## src/rtl/garage_gate_sequencer.sv

```systemverilog
// rtl/garage_gate_sequencer.sv - entry/exit lane sequencer for the occupancy counter; option macro EXIT_PRIORITY_EN
//
// Two identical lane FSMs share one request arbiter. A lane debounces its
// presence sensor, asks the counter for a door grant, raises the barrier until
// the car passes, then waits for the car to leave the sensor before re-arming.
// EXIT_PRIORITY_EN defined: exit lane wins a simultaneous request.
// EXIT_PRIORITY_EN undefined: entry lane wins a simultaneous request.

module garage_gate_lane #(
    parameter int DEBOUNCE_CYCLES = 4,
    parameter int GRANT_TIMEOUT   = 4,
    parameter int OPEN_CYCLES     = 16,
    parameter int TIMER_W         = 5,
    parameter bit HAS_FULL_HOLD   = 1'b0
) (
    input  logic clock,
    input  logic reset,
    input  logic sensor,
    input  logic pass_sensor,
    input  logic open_door,
    input  logic garage_full,
    input  logic arb_grant,
    output logic in_req,
    output logic request,
    output logic gate_up,
    output logic full_lamp,
    output logic timeout_evt
);

    typedef enum logic [2:0] {
        S_IDLE       = 3'd0,
        S_DEBOUNCE   = 3'd1,
        S_HOLD_FULL  = 3'd2,
        S_REQ        = 3'd3,
        S_WAIT_GRANT = 3'd4,
        S_GATE_UP    = 3'd5,
        S_CLEAR      = 3'd6
    } lane_state_t;

    localparam logic [TIMER_W-1:0] DEB_T   = TIMER_W'(DEBOUNCE_CYCLES);
    localparam logic [TIMER_W-1:0] GRANT_T = TIMER_W'(GRANT_TIMEOUT);
    localparam logic [TIMER_W-1:0] OPEN_T  = TIMER_W'(OPEN_CYCLES);

    lane_state_t        state_q, state_d;
    logic [TIMER_W-1:0] timer_q, timer_d;
    logic [TIMER_W-1:0] timer_inc;
    logic               request_q, request_d;
    logic               gate_up_q, gate_up_d;
    logic               full_lamp_q, full_lamp_d;

    // Saturating increment: timers park at all-ones instead of wrapping.
    assign timer_inc = (timer_q == {TIMER_W{1'b1}}) ? timer_q : timer_q + TIMER_W'(1);

    assign in_req    = (state_q == S_REQ);
    assign request   = request_q;
    assign gate_up   = gate_up_q;
    assign full_lamp = full_lamp_q;

    // Next-state, timer and registered-output decode for one lane.
    always_comb begin
        state_d     = state_q;
        timer_d     = timer_q;
        request_d   = 1'b0;
        gate_up_d   = gate_up_q;
        full_lamp_d = full_lamp_q;
        timeout_evt = 1'b0;
        case (state_q)
            S_IDLE: begin
                gate_up_d   = 1'b0;
                full_lamp_d = 1'b0;
                if (sensor) begin
                    state_d = S_DEBOUNCE;
                    timer_d = TIMER_W'(1);
                end
            end
            S_DEBOUNCE: begin
                if (!sensor) begin
                    state_d = S_IDLE;
                    timer_d = '0;
                end else if (timer_inc >= DEB_T) begin
                    timer_d = '0;
                    if (HAS_FULL_HOLD && garage_full) begin
                        state_d     = S_HOLD_FULL;
                        full_lamp_d = 1'b1;
                    end else begin
                        state_d = S_REQ;
                    end
                end else begin
                    timer_d = timer_inc;
                end
            end
            S_HOLD_FULL: begin
                full_lamp_d = 1'b1;
                if (!sensor) begin
                    state_d     = S_IDLE;
                    full_lamp_d = 1'b0;
                end else if (!garage_full) begin
                    state_d     = S_REQ;
                    full_lamp_d = 1'b0;
                end
            end
            S_REQ: begin
                // A deferred lane simply waits here with request low.
                if (arb_grant) begin
                    request_d = 1'b1;
                    state_d   = S_WAIT_GRANT;
                    timer_d   = '0;
                end
            end
            S_WAIT_GRANT: begin
                if (open_door) begin
                    state_d   = S_GATE_UP;
                    gate_up_d = 1'b1;
                    timer_d   = '0;
                end else if (timer_inc >= GRANT_T) begin
                    // A refused entry (counter full) ends up here as well.
                    state_d     = S_CLEAR;
                    timeout_evt = 1'b1;
                    timer_d     = '0;
                end else begin
                    timer_d = timer_inc;
                end
            end
            S_GATE_UP: begin
                if (pass_sensor || (timer_inc >= OPEN_T)) begin
                    state_d   = S_CLEAR;
                    gate_up_d = 1'b0;
                    timer_d   = '0;
                end else begin
                    timer_d = timer_inc;
                end
            end
            S_CLEAR: begin
                // Same car still on the sensor must not trigger a second request.
                gate_up_d = 1'b0;
                if (!sensor) begin
                    state_d = S_IDLE;
                end
            end
            default: begin
                state_d     = S_IDLE;
                timer_d     = '0;
                gate_up_d   = 1'b0;
                full_lamp_d = 1'b0;
            end
        endcase
    end

    // Lane state, timer and outputs; reset drops the barrier immediately.
    always_ff @(posedge clock or posedge reset) begin
        if (reset) begin
            state_q     <= S_IDLE;
            timer_q     <= '0;
            request_q   <= 1'b0;
            gate_up_q   <= 1'b0;
            full_lamp_q <= 1'b0;
        end else begin
            state_q     <= state_d;
            timer_q     <= timer_d;
            request_q   <= request_d;
            gate_up_q   <= gate_up_d;
            full_lamp_q <= full_lamp_d;
        end
    end

endmodule

module garage_gate_sequencer #(
    parameter int DEBOUNCE_CYCLES = 4,
    parameter int GRANT_TIMEOUT   = 4,
    parameter int OPEN_CYCLES     = 16,
    parameter int TIMER_W         = 5
) (
    input  logic clock,
    input  logic reset,
    input  logic entry_sensor,
    input  logic exit_sensor,
    input  logic entry_pass_sensor,
    input  logic exit_pass_sensor,
    input  logic open_entry_door,
    input  logic open_exit_door,
    input  logic garage_is_complete,
    output logic car_entry_request,
    output logic car_exit_request,
    output logic entry_gate_up,
    output logic exit_gate_up,
    output logic full_lamp,
    output logic fault
);

    logic entry_in_req, exit_in_req;
    logic entry_grant, exit_grant;
    logic entry_timeout, exit_timeout;
    logic entry_full_lamp, exit_full_lamp;
    logic fault_q, fault_d;

    // Request arbiter: only one lane may leave REQ per cycle, so the two
    // registered request pulses can never coincide.
    always_comb begin
        entry_grant = 1'b0;
        exit_grant  = 1'b0;
`ifdef EXIT_PRIORITY_EN
        exit_grant  = exit_in_req;
        entry_grant = entry_in_req && !exit_in_req;
`else
        entry_grant = entry_in_req;
        exit_grant  = exit_in_req && !entry_in_req;
`endif
    end

    garage_gate_lane #(
        .DEBOUNCE_CYCLES(DEBOUNCE_CYCLES),
        .GRANT_TIMEOUT  (GRANT_TIMEOUT),
        .OPEN_CYCLES    (OPEN_CYCLES),
        .TIMER_W        (TIMER_W),
        .HAS_FULL_HOLD  (1'b1)
    ) u_entry_lane (
        .clock      (clock),
        .reset      (reset),
        .sensor     (entry_sensor),
        .pass_sensor(entry_pass_sensor),
        .open_door  (open_entry_door),
        .garage_full(garage_is_complete),
        .arb_grant  (entry_grant),
        .in_req     (entry_in_req),
        .request    (car_entry_request),
        .gate_up    (entry_gate_up),
        .full_lamp  (entry_full_lamp),
        .timeout_evt(entry_timeout)
    );

    garage_gate_lane #(
        .DEBOUNCE_CYCLES(DEBOUNCE_CYCLES),
        .GRANT_TIMEOUT  (GRANT_TIMEOUT),
        .OPEN_CYCLES    (OPEN_CYCLES),
        .TIMER_W        (TIMER_W),
        .HAS_FULL_HOLD  (1'b0)
    ) u_exit_lane (
        .clock      (clock),
        .reset      (reset),
        .sensor     (exit_sensor),
        .pass_sensor(exit_pass_sensor),
        .open_door  (open_exit_door),
        .garage_full(1'b0),
        .arb_grant  (exit_grant),
        .in_req     (exit_in_req),
        .request    (car_exit_request),
        .gate_up    (exit_gate_up),
        .full_lamp  (exit_full_lamp),
        .timeout_evt(exit_timeout)
    );

    // The exit lane never enters HOLD_FULL, so its lamp stays low; both lanes
    // are OR-ed so the lamp logic stays symmetric with the lane module.
    assign full_lamp = entry_full_lamp | exit_full_lamp;
    assign fault     = fault_q;

    // Sticky fault: any grant timeout latches it until reset.
    always_comb begin
        fault_d = fault_q | entry_timeout | exit_timeout;
    end

    // Fault flag register.
    always_ff @(posedge clock or posedge reset) begin
        if (reset) begin
            fault_q <= 1'b0;
        end else begin
            fault_q <= fault_d;
        end
    end

endmodule

```

## config.mk

```make
export PLATFORM = sky130hd
export DESIGN_NAME = garage_gate_sequencer
export DESIGN_NICKNAME = d
export VERILOG_FILES = /design/src/rtl/garage_gate_sequencer.sv
export SDC_FILE = /design/constraint.sdc
export NUM_CORES = 1
export LEC_CHECK = 0
export ABC_AREA = 1
export CORE_MARGIN = 3
export CORE_UTILIZATION = 35
export CTS_CLUSTER_DIAMETER = 150
export CTS_CLUSTER_SIZE = 10
export DETAILED_ROUTE_END_ITERATION = 16
export GPL_ROUTABILITY_DRIVEN = 1
export GPL_TIMING_DRIVEN = 1
export PLACE_DENSITY = 0.55
export SLEW_MARGIN = 10
export SYNTH_ARGS = -nofsm -noshare
export SYNTH_HDL_FRONTEND = slang
export SYNTH_SLANG_ARGS = --single-unit
```

## constraint.sdc

```tcl
create_clock -name clock -period 2 [get_ports clock]
set_input_delay 0.4 -clock clock [delete_from_list [all_inputs] [get_ports clock]]
set_output_delay 0.4 -clock clock [all_outputs]
set_load 0.03 [all_outputs]
```

==> flow_summary.toml, run 1 <==
# generated from flow reports
[min_path]
worstHoldPathType = "register to register"
min_to = "u_exit_lane.timer_q[4]"
hold_path_depth = 2

[timing]
finalHoldViolations = 0
final.setup_skew_ns = 0.00149
finalSetupViolations = 0
rsz0062_at_grt = "false"
worst_hold_slack_ns = 0.466
tightestPinTransition_ns = 0.429
slew_viol_final = 0
fmax_mhz = 585
period_minus_slack_ns = 1.71

[die]
die-area_um2 = 4700
fp_util_pct = 36.8
die_width_um = 68.5
i_o_pins = 15

[synthesis]
yosys_cells = 188
synth.yosys.seq_area_share_pct = 40.2
syn_inst = 188
top_cells_by_area = "sky130_fd_sc_hd__dfrtp_1 40%, sky130_fd_sc_hd__nand2_1 15%, sky130_fd_sc_hd__inv_1 6.9%"
ys_seq_elements = 22
ys_chip_area_um2 = 1370
most_common_cell = "sky130_fd_sc_hd__nand2_1"
yosys.cell_types.count = 28
yosys_warnings = 0
synth_top_flop_cell = "sky130_fd_sc_hd__dfrtp_1"
yosys.area.top_type = "sky130_fd_sc_hd__dfrtp_1"
syn_area_um2 = 1370

[routing]
drc_errors = 0
routed_wl_mm = 2.81
detail_route.iter0.violations = 112
vias_per_cell = 4.88
dr_total_vias = 1239

[worst_setup_path]
critical_path_buf_inv_count = 1
timing_worst_setup_path_type = "register to primary output"
critical-path-max-stage-delay_ns = 0.68
crit_slowest_cell = "sky130_fd_sc_hd__clkdlybuf4s50_1"
cp.required_ns = 1.60
timing.critical_path.to_type = "primary output"
worst_r2r_path_depth = 7
worst-r2r-setup-slack_ns = 0.43
r2r_end = "u_exit_lane.timer_q[1]"
critical_path_arrival_ns = 1.31

[power_and_ir_drop]
ir_worst_vdd_uv = 568
cellPowerDensity_nw_per_um2 = 1340
total_power_mw = 2.20

[clocking]
post_cts_resize_count = 0
clock_tree_from_tritoncts = "built"
insertion_delay_ns = 0.26
cts.hold.buffers_added = 0
cts.root.buffer_cell = "sky130_fd_sc_hd__clkbuf_8"
clk_transition_reported_paths_ns = 0.08
postCtsSetupRepairBufs = 0
cts_buffer_depth = 2

[grt]
global_route_total_usage_across_every_layer_pct = 13.4
grt_max_degree = 23
global_route_wire_length_before_repair_mm = 4.78
vias_in_the_first_global_route = 1200

[cells_and_area]
n_antenna_cell = 0
finish.net_count = 218

[place]
detailedPlace.worstSlack_ns = 0.276
portBuffers = 14

[run]
tool_warnings = 26

[outcome]
outcome = "finished, final reports clean"
[run 1: flip-flops by register name, summed over array words and instances (netlist names), 3 cells and up]
register	flops
u_entry_lane.state_q	3
u_entry_lane.timer_q	5
u_exit_lane.state_q	3
u_exit_lane.timer_q	5
[run 1: power by group]
| part | internal [mW] | switching [mW] |
|---|---|---|
| clock network | 0.267 | 0.141 |
| logic | 0.400 | 0.668 |
| registers | 0.578 | 0.141 |
| total | 1.25 | 0.950 |
[run 1: logic make-up after synthesis]
family                   count (synthesis)  synth area share [%]
AND/OR/NAND/NOR                        106                  35.8
XOR/XNOR                                 4                  2.56
AND-OR/OR-AND                           24                  10.6
flip-flops                              22                  40.2
adder cells (fa/ha/maj)                  2                  1.83
buffers and inverters                   30                  8.96
[run 1: cell usage in the layout, fill, tap and decap left out, types with 3 or more instances in the layout]
master,count
sky130_fd_sc_hd__nand2_1,53
sky130_fd_sc_hd__inv_1,25
sky130_fd_sc_hd__dfrtp_1,22
sky130_fd_sc_hd__nor2_1,18
sky130_fd_sc_hd__nand3_1,16
sky130_fd_sc_hd__clkdlybuf4s50_1,14
sky130_fd_sc_hd__o21ai_0,9
sky130_fd_sc_hd__nand2_2,4
sky130_fd_sc_hd__a21oi_1,4
sky130_fd_sc_hd__nor2_4,3
sky130_fd_sc_hd__xor2_1,3
sky130_fd_sc_hd__inv_2,3
sky130_fd_sc_hd__nor3_1,3
sky130_fd_sc_hd__o22ai_1,3
sky130_fd_sc_hd__clkbuf_8,3
[run 1: cell type report]
cell class | instances | area [um^2] | share of cell area, %
clock buffer | 3 | 41.3 | 2.52
clock inverter | 1 | 30.0 | 1.83
inverter | 29 | 111 | 6.80
multi-input combinational | 136 | 696 | 42.5
sequential | 22 | 551 | 33.6
tap | 48 | 60.1 | 3.67
timing repair buffer | 15 | 148 | 9.02
[run 1: worst max path at each step]
stage,startpoint,endpoint,slack (ns),depth (start not counted)
4_1_cts,u_entry_lane.gate_up,entry_gate_up,0.27,1
5_1_grt,u_entry_lane.gate_up,entry_gate_up,0.23,1
6_report,u_entry_lane.gate_up,entry_gate_up,0.29,1
3_5_place_dp,entry_sensor,u_entry_lane.state_q[1],0.28,6
3_3_place_gp,entry_sensor,u_entry_lane.state_q[0],0.28,7
2_1_floorplan,u_entry_lane.timer_q[0],u_entry_lane.state_q[1],0.58,9
[run 1: metal layers]
layer / share of wire, % / up-vias / routed length [um] / track usage [%]
li1: - / 644 / - / -
met1: 49 / 559 / 1360 / 16.7
met2: 45 / 28 / 1250 / 21.9
met3: 4.4 / 8 / 123 / 2.76
met4: 2.4 / 0 / 67 / 6.45
met5: 0 / - / 0 / 0
[run 1: through the flow]
step / util [%] / cells / area (um^2)
after floorplan: - / 188 / 1370
after global placement: 42.1 / 250 / 1570
after detailed placement: 42.1 / 250 / 1570
after CTS: 44.0 / 254 / 1640
after global routing: 44.0 / 254 / 1640
final: 44.0 / 254 / 1640
run_1/final_clocks.png
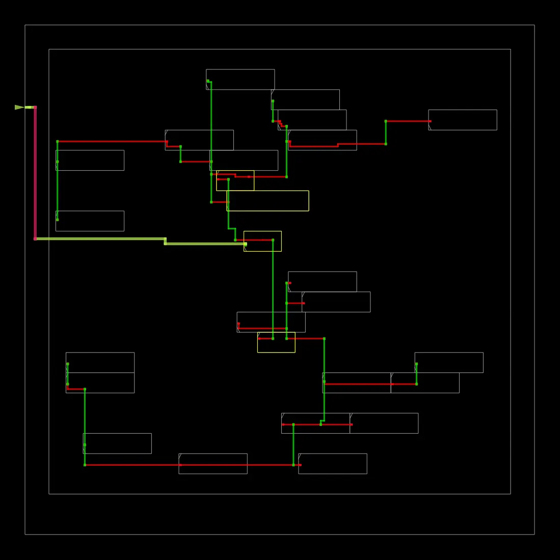
clkbuf count: 3
Power Clock: 0.408 mW
cts bufs inserted: 3
CTS sink cnt: 22

run_1/drive_strength.png
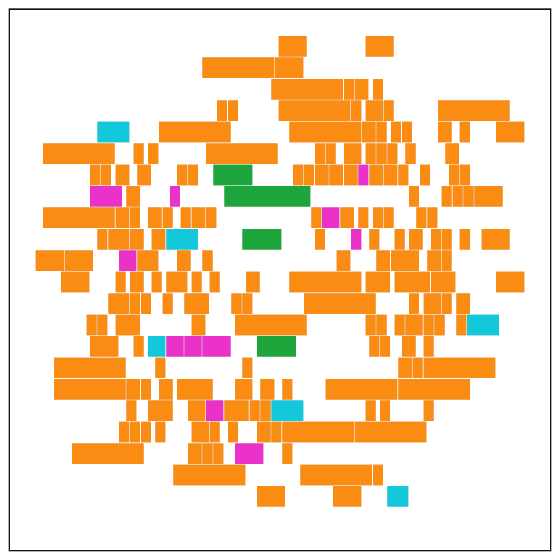
| size | color | cells |
|---|---|---|
| drive 2 | magenta | 11 |
| drive 3 to 4 | cyan | 6 |
| drive 1 or less | orange | 185 |
| drive 6 and up | green | 4 |
Synth-to-Final Area Change: 19.6%
nonclk buf count: 15
post-route setup slack: 0.292 ns

run_1/cell_classes.png
Scale bar: 20 um. Fill, decap, tap and diode cells in gray.
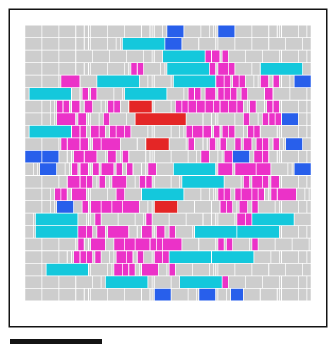
| class | color | cells | share of their area |
|---|---|---|---|
| clock drivers and dummy loads | red | 4 | 4.5% |
| flip-flops | cyan | 22 | 35% |
| other buffers and delay cells | blue | 15 | 9.4% |
| all other logic | magenta | 165 | 51% |
Site Rows: 22
utilization after layout: 44.0%
final non-filler cell area: 1640 um^2
share of the final layout cell area in sequential cells: 33.6%
area of the core region: 3720 um^2

==> inputs of run 2 (changes only) <==
- CORE_UTILIZATION: 35 -> 50
- PLACE_DENSITY: 0.55 -> 0.73
run_2/final_clocks.png
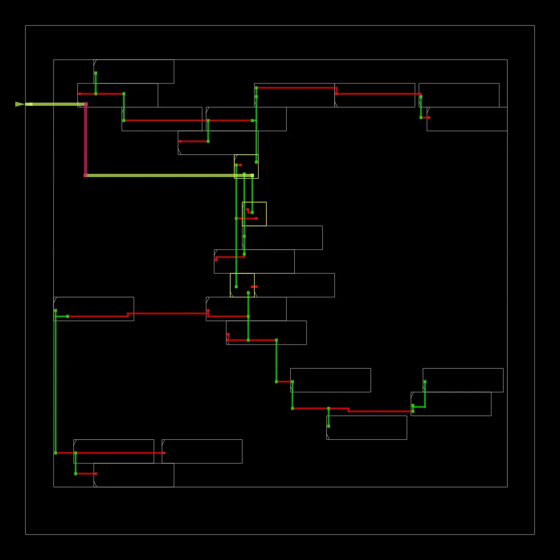
clock insertion delay at the later pin of the skew report: 0.29 ns
Clock Skews: 0.0104 ns

run_2/drive_strength.png
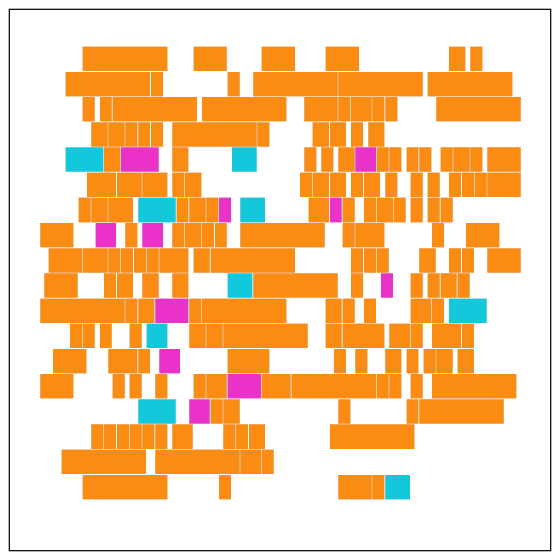
| size | color | cells |
|---|---|---|
| drive 1 or less | orange | 185 |
| drive 2 | magenta | 11 |
| drive 3 to 4 | cyan | 9 |
final non-filler cell area: 1570 um^2
post-route setup slack: 0.265 ns
Synth-to-Final Area Change: 14.4%

==> flow_summary.toml, run 2 <==
# generated from flow reports
[synthesis]
syn_inst = 188
most_common_cell = "sky130_fd_sc_hd__nand2_1"
synth-edff-count = 0
synth_top_flop_cell = "sky130_fd_sc_hd__dfrtp_1"
ys_chip_area_um2 = 1370
number_of_nets_at_floorplan = 199
syn_area_um2 = 1370
ys_seq_elements = 22
yosys_warnings = 0
synth.yosys.seq_area_share_pct = 40.2
post_synth_most_frequent_cells = "53 x sky130_fd_sc_hd__nand2_1, 25 x sky130_fd_sc_hd__inv_1, 22 x sky130_fd_sc_hd__dfrtp_1"
yosys.cell_types.count = 28
yosys.area.top_type_share_pct = 40.2
synth_area_per_cell_um2 = 7.28
yosys.area.top_type = "sky130_fd_sc_hd__dfrtp_1"
yosys_cells = 188
postSynth.asyncResetShare_pct = 100
top_cells_by_area = "sky130_fd_sc_hd__dfrtp_1 40%, sky130_fd_sc_hd__nand2_1 15%, sky130_fd_sc_hd__inv_1 6.9%"

[routing]
ant_nets = 0
vias_per_cell = 5.34
drc_errors = 0
routed_wl_mm = 2.74
dr_total_vias = 1254
firstDrtPassIters = 5
detail_route.iter0.violations = 57
avgRoutedWirePerCell_um = 11.7

[die]
core-area_um2 = 2540
dieHeight_um = 58.3
i_o_pins = 15
row_count = 18
die-area_um2 = 3400
die_width_um = 58.3
fp_util_pct = 53.8

[worst_setup_path]
crit_chain = "clkdlybuf4s50_1"
cp.required_ns = 1.60
crit_slowest_cell = "sky130_fd_sc_hd__clkdlybuf4s50_1"
cpLargestDelayFamily = "buffers and inverters"
cp_max_fo = 2
setup.worst_path.end = "full_lamp"
cp.depth = 1
worst-r2r-setup-slack_ns = 0.39
critical-path-max-stage-delay_ns = 0.67
r2r_end = "u_entry_lane.state_q[1]"
critical_path.reg2reg.startpoint = "u_entry_lane.timer_q[0]"
worst_r2r_path_depth = 9
timing.critical_path.to_type = "primary output"
timing_worst_setup_path_type = "register to primary output"
crit_start = "u_entry_lane.full_lamp"
worstSetupStartpointType = "register"
critical_path_arrival_ns = 1.34
critical_path_buf_inv_count = 1

[cells_and_area]
registers_with_the_most_flip_flops = "u_entry_lane.timer_q x5, u_exit_lane.timer_q x5"
final_cell_mix = "53 x sky130_fd_sc_hd__nand2_1, 25 x sky130_fd_sc_hd__inv_1, 22 x sky130_fd_sc_hd__dfrtp_1"
finish.net_count = 218
layout-drive-gt1-share_pct = 9.76
final_layout_top_logic_cell = "sky130_fd_sc_hd__nand2_1"
n_fill_cell = 233
n_antenna_cell = 0

[clocking]
cts.root.buffer_cell = "sky130_fd_sc_hd__clkbuf_4"
cts_buffers = 3
cts.hold.buffers_added = 0
clock_tree_from_tritoncts = "built"
post_cts_resize_count = 0
postCtsSetupRepairBufs = 0
clk_transition_reported_paths_ns = 0.11
cts_buffer_depth = 2
level_count_of_the_clock_h_tree = 1
clkSinkCount = 22

[grt]
global_route_total_usage_across_every_layer_pct = 18.0
grt_overflow_total = 0
vias_in_the_first_global_route = 1184
grt_peak_use_layer = "met2"
grt.met3_usage_pct = 2.41
grt_max_degree = 23
antenna_found_initial = 0
gr_layer_usage_met2_pct = 30.5
global_route_wire_length_before_repair_mm = 4.88
grtUsageMet1_pct = 23.3

[power_and_ir_drop]
cellPowerDensity_nw_per_um2 = 1260
power.static_leakage_nw = 0.823
ir_worst_vdd_uv = 802

[outcome]
outcome = "finished, final reports clean"

[run]
max_cap_violations = 0
tool_warnings = 26

[timing]
slew_viol_final = 0
slew_headroom_pct = 67.0
finalSetupViolations = 0
tightestPinTransition_ns = 0.492
finalHoldViolations = 0
setup-tns-final_ns = 0
fmax_mhz = 576
period_minus_slack_ns = 1.74
fin_crit_sh_pct = 86.8
rsz0062_at_grt = "false"

[place]
post_dp_cell_area_um2 = 1540
portBuffers = 14
detailedPlacementHpwl_mm = 2.23
finalWeightedCongestion = 0.872

[min_path]
worstHoldPathType = "input pin to async pin"
## run 2: cell counts after synthesis
Identical to the previous run, type by type.
## run 2: worst min path at each step
| stage | slack, ns | end | cells past startpoint |
|---|---|---|---|
| final | 0.42 | u_exit_lane.timer_q[4] | 3 |
| after detailed placement | 0.46 | u_exit_lane.timer_q[4] | 2 |
| after global placement | 0.46 | u_exit_lane.timer_q[4] | 2 |
| after global routing | 0.46 | u_exit_lane.timer_q[4] | 3 |
| after floorplan | 0.39 | fault | 1 |
| after CTS | 0.42 | u_exit_lane.timer_q[3] | 3 |
## run 2: cell type report
type                    count  area (um^2)  share of cell area (%)
multi-input cells         136          696                    44.4
flip-flops and latches     22          551                    35.2
repair buffers             15          148                    9.43
inverters                  29          111                    7.11
well taps                  30         37.5                    2.40
clock buffers               3         22.5                    1.44
## run 2: cells by family after synthesis
logic type / Yosys count / synth area share (%)
XOR/XNOR: 4 / 2.56
adder cells (fa/ha/maj): 2 / 1.83
flip-flops: 22 / 40.2
AND/OR/NAND/NOR: 106 / 35.8
AND-OR/OR-AND: 24 / 10.6
buffers and inverters: 30 / 8.96
## run 2: routing by layer
metal / share of wire (%) / wire (um) / vias up
li1: - / - / 644
met1: 46 / 1250 / 578
met2: 49 / 1350 / 23
met3: 2.8 / 77 / 9
met4: 2.2 / 60 / 0
met5: 0 / 0 / -
## run 2: where the power goes
part / leakage (nW) / switching (mW) / internal (mW)
registers: 0.293 / 0.143 / 0.578
logic: 0.516 / 0.663 / 0.400
clock network: 0.0138 / 0.116 / 0.0699
## run 2: through the flow
step	util [%]	instances	hold WS [ns]	total power, mW	setup WS (ns)
after detailed placement	60.6	232	0.461	1.79	0.257
after CTS	61.5	235	0.421	1.98	0.250
after global placement	60.6	232	0.459	1.77	0.335
after global routing	61.5	235	0.458	2.18	0.201
final	61.5	235	0.422	1.97	0.265
after floorplan	-	188	0.389	1.53	0.582
Power is estimated from default activity; no workload was simulated.
